### src/rtl/conv_tile_sched.sv
// Convolution tile scheduler: accepts a job, configures the PE once, launches
// one tile per output-buffer slot, drains the PE and reports completion.
module conv_tile_sched #(
  parameter int WDOG_MAX = 1023
) (
  input  logic       clk,
  input  logic       rst_n,
  input  logic       cfg_valid,
  output logic       cfg_ready,
  input  logic [1:0] cfg_ci,
  input  logic [1:0] cfg_co,
  input  logic [7:0] cfg_tiles,
  input  logic       obuf_ready,
  input  logic       abort,
  input  logic       pe_last,
  input  logic       pe_end,
  output logic [1:0] pe_ci,
  output logic [1:0] pe_co,
  output logic       start_conv,
  output logic       start_again,
  output logic       busy,
  output logic       done,
  output logic       err,
  output logic [7:0] tile_cnt
);

  typedef enum logic [2:0] {
    IDLE   = 3'd0,
    CONFIG = 3'd1,
    LAUNCH = 3'd2,
    RUN    = 3'd3,
    DRAIN  = 3'd4,
    DONE   = 3'd5
  } state_t;

  // Expiry fires on the edge where the counter would reach WDOG_MAX.
  localparam logic [9:0] WDOG_LAST = 10'(WDOG_MAX - 1);

  state_t     state_q, state_d;
  logic [7:0] tiles_q, tiles_d;
  logic [7:0] tile_cnt_q, tile_cnt_d;
  logic [9:0] wdog_q, wdog_d;
  logic [1:0] ci_q, ci_d;
  logic [1:0] co_q, co_d;
  logic       err_q, err_d;
  logic       cfg_ready_q, cfg_ready_d;
  logic       busy_q, busy_d;
  logic       done_q, done_d;
  logic       start_conv_q, start_conv_d;
  logic       start_again_q, start_again_d;
  logic       in_wdog_s;
  logic       in_wdog_next_s;
  logic       wdog_exp_s;

  // Next-state, datapath and registered-output decode.
  always_comb begin
    state_d        = state_q;
    tiles_d        = tiles_q;
    tile_cnt_d     = tile_cnt_q;
    ci_d           = ci_q;
    co_d           = co_q;
    err_d          = err_q;
    wdog_d         = 10'd0;
    in_wdog_s      = (state_q == RUN) || (state_q == DRAIN);
    wdog_exp_s     = in_wdog_s && (wdog_q == WDOG_LAST);

    if (abort && (state_q != IDLE)) begin
      // Abort outranks any PE pulse or watchdog expiry in the same cycle.
      state_d = IDLE;
    end else begin
      case (state_q)
        IDLE: begin
          if (cfg_valid && cfg_ready_q) begin
            ci_d       = cfg_ci;
            co_d       = cfg_co;
            tiles_d    = cfg_tiles;
            tile_cnt_d = 8'd0;
            err_d      = 1'b0;
            state_d    = (cfg_tiles == 8'd0) ? DONE : CONFIG;
          end else begin
            state_d = IDLE;
          end
        end
        CONFIG: state_d = LAUNCH;
        LAUNCH: begin
          if (obuf_ready) begin
            state_d = RUN;
          end else begin
            state_d = LAUNCH;
          end
        end
        RUN: begin
          if (pe_last && (tile_cnt_q != tiles_q)) begin
            tile_cnt_d = tile_cnt_q + 8'd1;
            state_d    = (tile_cnt_d == tiles_q) ? DRAIN : LAUNCH;
          end else if (wdog_exp_s) begin
            err_d   = 1'b1;
            state_d = IDLE;
          end else begin
            state_d = RUN;
          end
        end
        DRAIN: begin
          if (pe_end) begin
            state_d = DONE;
          end else if (wdog_exp_s) begin
            err_d   = 1'b1;
            state_d = IDLE;
          end else begin
            state_d = DRAIN;
          end
        end
        DONE:    state_d = IDLE;
        default: state_d = IDLE;
      endcase
    end

    in_wdog_next_s = (state_d == RUN) || (state_d == DRAIN);
    if (in_wdog_next_s && (state_d != state_q)) begin
      wdog_d = 10'd0;
    end else if (in_wdog_s && in_wdog_next_s) begin
      wdog_d = wdog_q + 10'd1;
    end else begin
      wdog_d = 10'd0;
    end

    cfg_ready_d   = (state_d == IDLE);
    busy_d        = (state_d != IDLE);
    done_d        = (state_q == DONE) && !abort;
    start_conv_d  = (state_d == CONFIG) && (state_q != CONFIG);
    start_again_d = ((state_q == LAUNCH) && (state_d == RUN)) ||
                    ((state_q == RUN) && (state_d == DRAIN));
  end

  // State, counters and output registers.
  always_ff @(posedge clk or negedge rst_n) begin
    if (!rst_n) begin
      state_q       <= IDLE;
      tiles_q       <= 8'd0;
      tile_cnt_q    <= 8'd0;
      wdog_q        <= 10'd0;
      ci_q          <= 2'd0;
      co_q          <= 2'd0;
      err_q         <= 1'b0;
      cfg_ready_q   <= 1'b1;
      busy_q        <= 1'b0;
      done_q        <= 1'b0;
      start_conv_q  <= 1'b0;
      start_again_q <= 1'b0;
    end else begin
      state_q       <= state_d;
      tiles_q       <= tiles_d;
      tile_cnt_q    <= tile_cnt_d;
      wdog_q        <= wdog_d;
      ci_q          <= ci_d;
      co_q          <= co_d;
      err_q         <= err_d;
      cfg_ready_q   <= cfg_ready_d;
      busy_q        <= busy_d;
      done_q        <= done_d;
      start_conv_q  <= start_conv_d;
      start_again_q <= start_again_d;
    end
  end

  assign cfg_ready   = cfg_ready_q;
  assign busy        = busy_q;
  assign done        = done_q;
  assign err         = err_q;
  assign start_conv  = start_conv_q;
  assign start_again = start_again_q;
  assign tile_cnt    = tile_cnt_q;
  assign pe_ci       = ci_q;
  assign pe_co       = co_q;

endmodule

### config.mk
export PLATFORM = sky130hd
export DESIGN_NAME = conv_tile_sched
export DESIGN_NICKNAME = d
export VERILOG_FILES = /design/src/rtl/conv_tile_sched.sv
export SDC_FILE = /design/constraint.sdc
export NUM_CORES = 1
export LEC_CHECK = 0
export CAP_MARGIN = 25
export CORE_MARGIN = 8
export CORE_UTILIZATION = 45
export CTS_CLUSTER_SIZE = 28
export DETAILED_ROUTE_END_ITERATION = 7
export GPL_TIMING_DRIVEN = 1
export PLACE_DENSITY = 0.79
export RECOVER_POWER = 50
export SLEW_MARGIN = 40
export SYNTH_ARGS = -nofsm -noshare
export SYNTH_HDL_FRONTEND = slang
export SYNTH_SLANG_ARGS = --single-unit
### constraint.sdc
create_clock -name clk -period 5.1 [get_ports clk]
set_input_delay 0.51 -clock clk [delete_from_list [all_inputs] [get_ports clk]]
set_output_delay 0.51 -clock clk [all_outputs]
set_load 0.03 [all_outputs]
==> metrics.cfg, run 1 <==
[clock_network]
cts_buffers = 5
cts_root_buffer = clkbuf_8
tritoncts = built
cts_setup_buffers = 0
cts_sinks = 39

[final_timing]
timing.hold.ws_ns = 0.475
finalMaxSlewViolations = 40
rsz0062_at_grt = false

[route]
m1WireLength_mm = 1.92
drc_errors = 0
wl_met3_um = 253
drtIter0Drc = 70

[synthesis]
simple_gate_area_share_pct = 27.6
ys_top_logic_family = simple AND/OR/NAND/NOR gates
ys_cells = 220
synth_area_um2 = 2050
synth.net_count = 242
ys.warnings.count = 0

[setup_path]
arrival_ns = 2.81
crit_buf_inv = 0
cp_data_required_time_ns = 5.28
cp_slowest_cell = dfrtp_1
path_max_fanout = 7
cp-start-kind = flip-flop
critical_path_class = reg2reg

[placed_design]
dpl.hpwl_mm = 3.35
io_buffers = 36

[pwr]
clkPwrFrac_pct = 21.5
p_sw_share_pct = 38.4
power_density_nw_per_um2 = 405

[hold_path]
hold_class = reg2reg

[run_status]
status = finished, violations left
violations = capacitance limit, slew limit

[global_routing]
track_usage_pct = 13.7

[floorplan]
rows = 24
die_area_um2 = 6980

[job]
max-cap-violations = 1

run 1: power groups by stage:
stage / clock, µW / sequential [µW] / combinational [µW]
floorplan: 0 / 486 / 203
global placement: 0 / 438 / 377
detailed placement: 0 / 438 / 388
CTS: 228 / 434 / 390
global route: 243 / 444 / 417
finish: 223 / 433 / 379
run 1: through the flow:
step / cell area (µm²) / power (µW)
2_1_floorplan: 2050 / 689
3_3_place_gp: 2460 / 815
3_5_place_dp: 2460 / 826
4_1_cts: 2560 / 1050
5_1_grt: 2560 / 1100
6_report: 2560 / 1030
run 1: sequential cells by signal, indices dropped and copies added (netlist names):
register	cells
busy	1
cfg_ready	1
done	1
err	1
pe_ci	2
pe_co	2
start_again	1
start_conv	1
state_q	3
tile_cnt	8
tiles_q	8
wdog_q	10
run 1: layer usage:
layer	vias up	track usage [%]
li1	844	-
met1	817	15.1
met2	44	22.9
met3	9	4.49
met4	0	6.91
met5	-	0
run 1: path summary, 6_finish.rpt:
kind | start | endpoint | slack, ns | depth (start not counted)
worst min register to register | pe_ci[0] | pe_ci[0] | 0.47 | 2
worst max register to register | tile_cnt[0] | busy | 2.47 | 7
worst min-delay path | pe_ci[0] | pe_ci[0] | 0.47 | 2
min in group asynchronous | rst_n | tile_cnt[2] | 0.79 | 1
max in group asynchronous | rst_n | tiles_q[7] | 3.13 | 1
worst max-delay path | tile_cnt[0] | busy | 2.47 | 7
run 1: layout make-up:
cell class / count / area, µm² / share of cell area [%]
Clock buffer: 6 / 82.6 / 3.23
Clock inverter: 2 / 16.3 / 0.636
Inverter: 5 / 18.8 / 0.734
Multi-Input combinational cell: 170 / 1030 / 40.5
Sequential cell: 39 / 977 / 38.2
Tap cell: 52 / 65.1 / 2.55
Timing Repair Buffer: 37 / 362 / 14.1
Run 1, signal wires on met3:
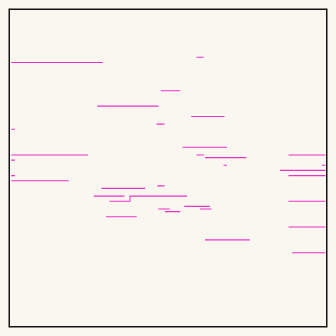
share of all routed wire: 5.6%
longest straight run: 23.9 µm
nets with wire on the layer: 26
main direction: horizontal
wire length on this layer: 254 µm
met3 Use GR: 4.49%
Post-Route WL: 4.57 mm
vias after detailed routing: 1,714

Run 1, cell density map:
The die is cut into 8 by 8 equal tiles; white is low, dark blue is high, 0 to 100% covered.
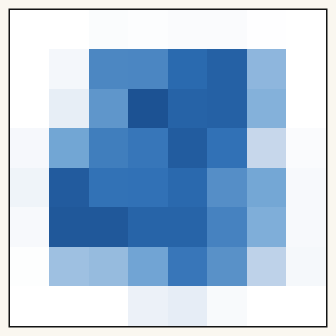
mean over tiles: 36%
densest ninth of the die: middle
nearly empty tiles: 23%
fullest tile: 86%
fin util: 58.3%
Initial Utilization: 46.9%
core region area: 4380 µm²

Run 1, clock distribution:
The bar under the picture is 20 µm long.
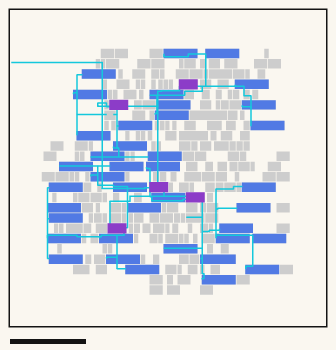
legend:
  blue:
    item: flip-flops
    count: 39
  purple:
    item: clock drivers
    count: 5
  cyan:
    item: clock wires
    length: 500 µm
routed clock nets: 6
Final Skew: 0.0138 ns
total clock network power: 223 µW
Skew-Pair Late Insertion Delay: 0.30 ns

--- run 2 (diff from run 1) ---
- clock period: 5.1 -> 2.6 ns (I/O delays scaled with it)
Run 2, placement view:
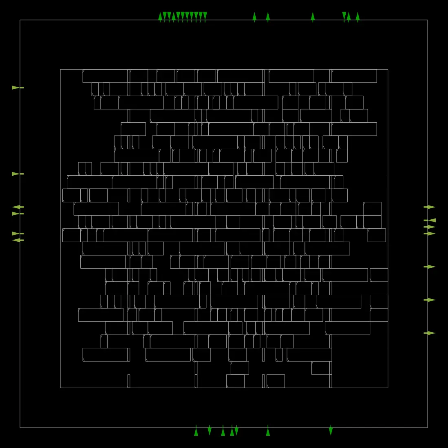
Rows: 24
# fillers: 384
flop share of the area: 37.6%
flop count: 39
fin util: 59.3%

==> run 2 against run 1 <==
  * Largest cell class unchanged
  * Clock power is 100% higher
  * Largest power group unchanged
  * Synthesized area unchanged
  * The flow now finishes without violations
  * Register-to-register slack got worse by 2.4 ns
==> metrics.cfg, run 2 <==
[run_status]
status = completed

[synthesis]
ys_cells = 220  ; unchanged
synth.net_count = 242  ; unchanged
simple_gate_area_share_pct = 27.6  ; unchanged
ys.warnings.count = 0  ; unchanged

[global_routing]
met3_usage_pct = 4.59  ; +0.098 points
top_usage_layer = met2
grt_util_met2_pct = 23.2  ; +0.35 points
grt_use_met1_pct = 17.2  ; +2.2 points
track_usage_pct = 14.4  ; +0.78 points

[floorplan]
coreArea_um2 = 4380  ; unchanged
die_area_um2 = 6980  ; unchanged
fp_util_pct = 46.9  ; unchanged

[clock_network]
clock_latency_ns = 0.29  ; about the same
cts_buffers = 5  ; unchanged
tritoncts = built

[hold_path]
hold_start = pe_co[0]
hold_class = reg2reg

[route]
drtIter0Drc = 124  ; +77%
m1WireLength_mm = 2.06  ; +7.0%
via_count = 1758  ; +2.6%
wl_met3_um = 267  ; +5.5%

[final_timing]
rsz0062_at_grt = false
skew_ns = 0.00701  ; -0.00677 ns
finalMaxSlewViolations = 0  ; -100%
timing.hold.ws_ns = 0.471  ; -0.00366 ns

[setup_path]
r2r_cells = 6  ; -1
r2r_slack_ns = 0.11  ; -2.36 ns
critical_path_class = reg2reg

[pwr]
p_seq_uw = 848  ; +96%
power_density_nw_per_um2 = 796  ; +97%
powerComb_uw = 773  ; +100%
power_uw = 2070  ; +100%
clkPwrFrac_pct = 21.7  ; +0.2 points

[final_layout]
regMostFlops = wdog_q

Run 2, pin map:
Pins as bars across the die edge, other pins in grey.
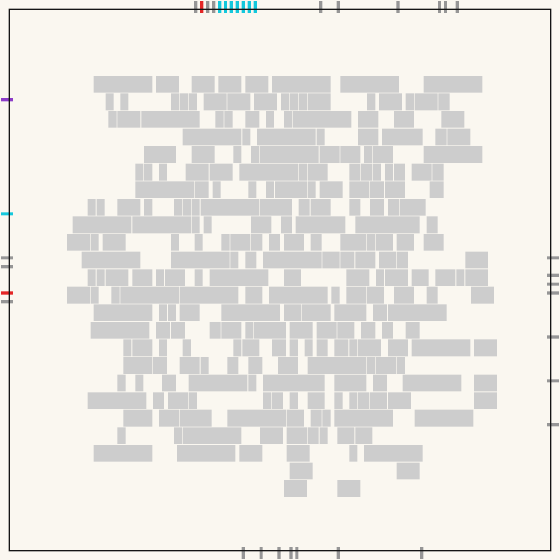
legend:
  red:
    port: cfg_co
    pins: 2
    direction: input
    edge: 1 top, 1 left
  purple:
    port: clk
    pins: 1
    direction: input
    edge: left
  cyan:
    port: cfg_tiles
    pins: 8
    direction: input
    edge: 7 top, 1 left
PortBufs: 36
die y size: 83.6 µm
Die Wd: 83.6 µm

run 2: cell counts after synthesis:
Identical to the previous run, type by type.
run 2: cell type report:
class | instances | area, µm² | area share, %
Clock buffer | 8 | 100 | 3.85
Sequential cell | 39 | 977 | 37.6
Inverter | 5 | 18.8 | 0.722
Timing Repair Buffer | 42 | 403 | 15.5
Multi-Input combinational cell | 170 | 1030 | 39.8
Tap cell | 52 | 65.1 | 2.50
run 2: repair_timing:
item                       in CTS  in global routing
setup endpoints to repair       0                  3
hold buffers                    1                  0
setup buffers                   0                  0
gates resized                   0                  2
hold endpoints to repair       38                  0
run 2: cell families (layout without fill, tap and decap cells):
| family | count (synthesis) | after routing |
|---|---|---|
| xor gates and xnor gates | 23 | 23 |
| buffers and inverters | 11 | 55 |
| adders and majority gates | 4 | 4 |
| AOI/OAI and AO/OA | 28 | 28 |
| and+or+nand+nor | 115 | 115 |
| DFF | 39 | 39 |
run 2: worst max-delay path by stage:
stage	from	endpoint	slack [ns]	cells past startpoint
6_report	tile_cnt[3]	busy	0.11	6
5_1_grt	tile_cnt[3]	busy	0.008	6
4_1_cts	tile_cnt[1]	busy	0.08	7
3_5_place_dp	tile_cnt[1]	busy	0.09	7
3_3_place_gp	tile_cnt[1]	busy	0.18	7
2_1_floorplan	tile_cnt[2]	busy	0.05	7
run 2: worst max-delay path, cell delays in order (launching register included):
cell and delay [ns]:
dfrtp_1 0.54, nand4_4 0.19, or3_4 0.43, a2111oi_4 0.37
o211ai_1 0.17, o31a_1 0.31, or3_1 0.37
run 2: per-stage QoR:
stage | std cells | cell area [µm²]
2_1_floorplan | 220 | 2050
3_3_place_gp | 307 | 2490
3_5_place_dp | 307 | 2490
4_1_cts | 316 | 2600
5_1_grt | 316 | 2600
6_report | 316 | 2600
Power is estimated from default activity; no workload was simulated.
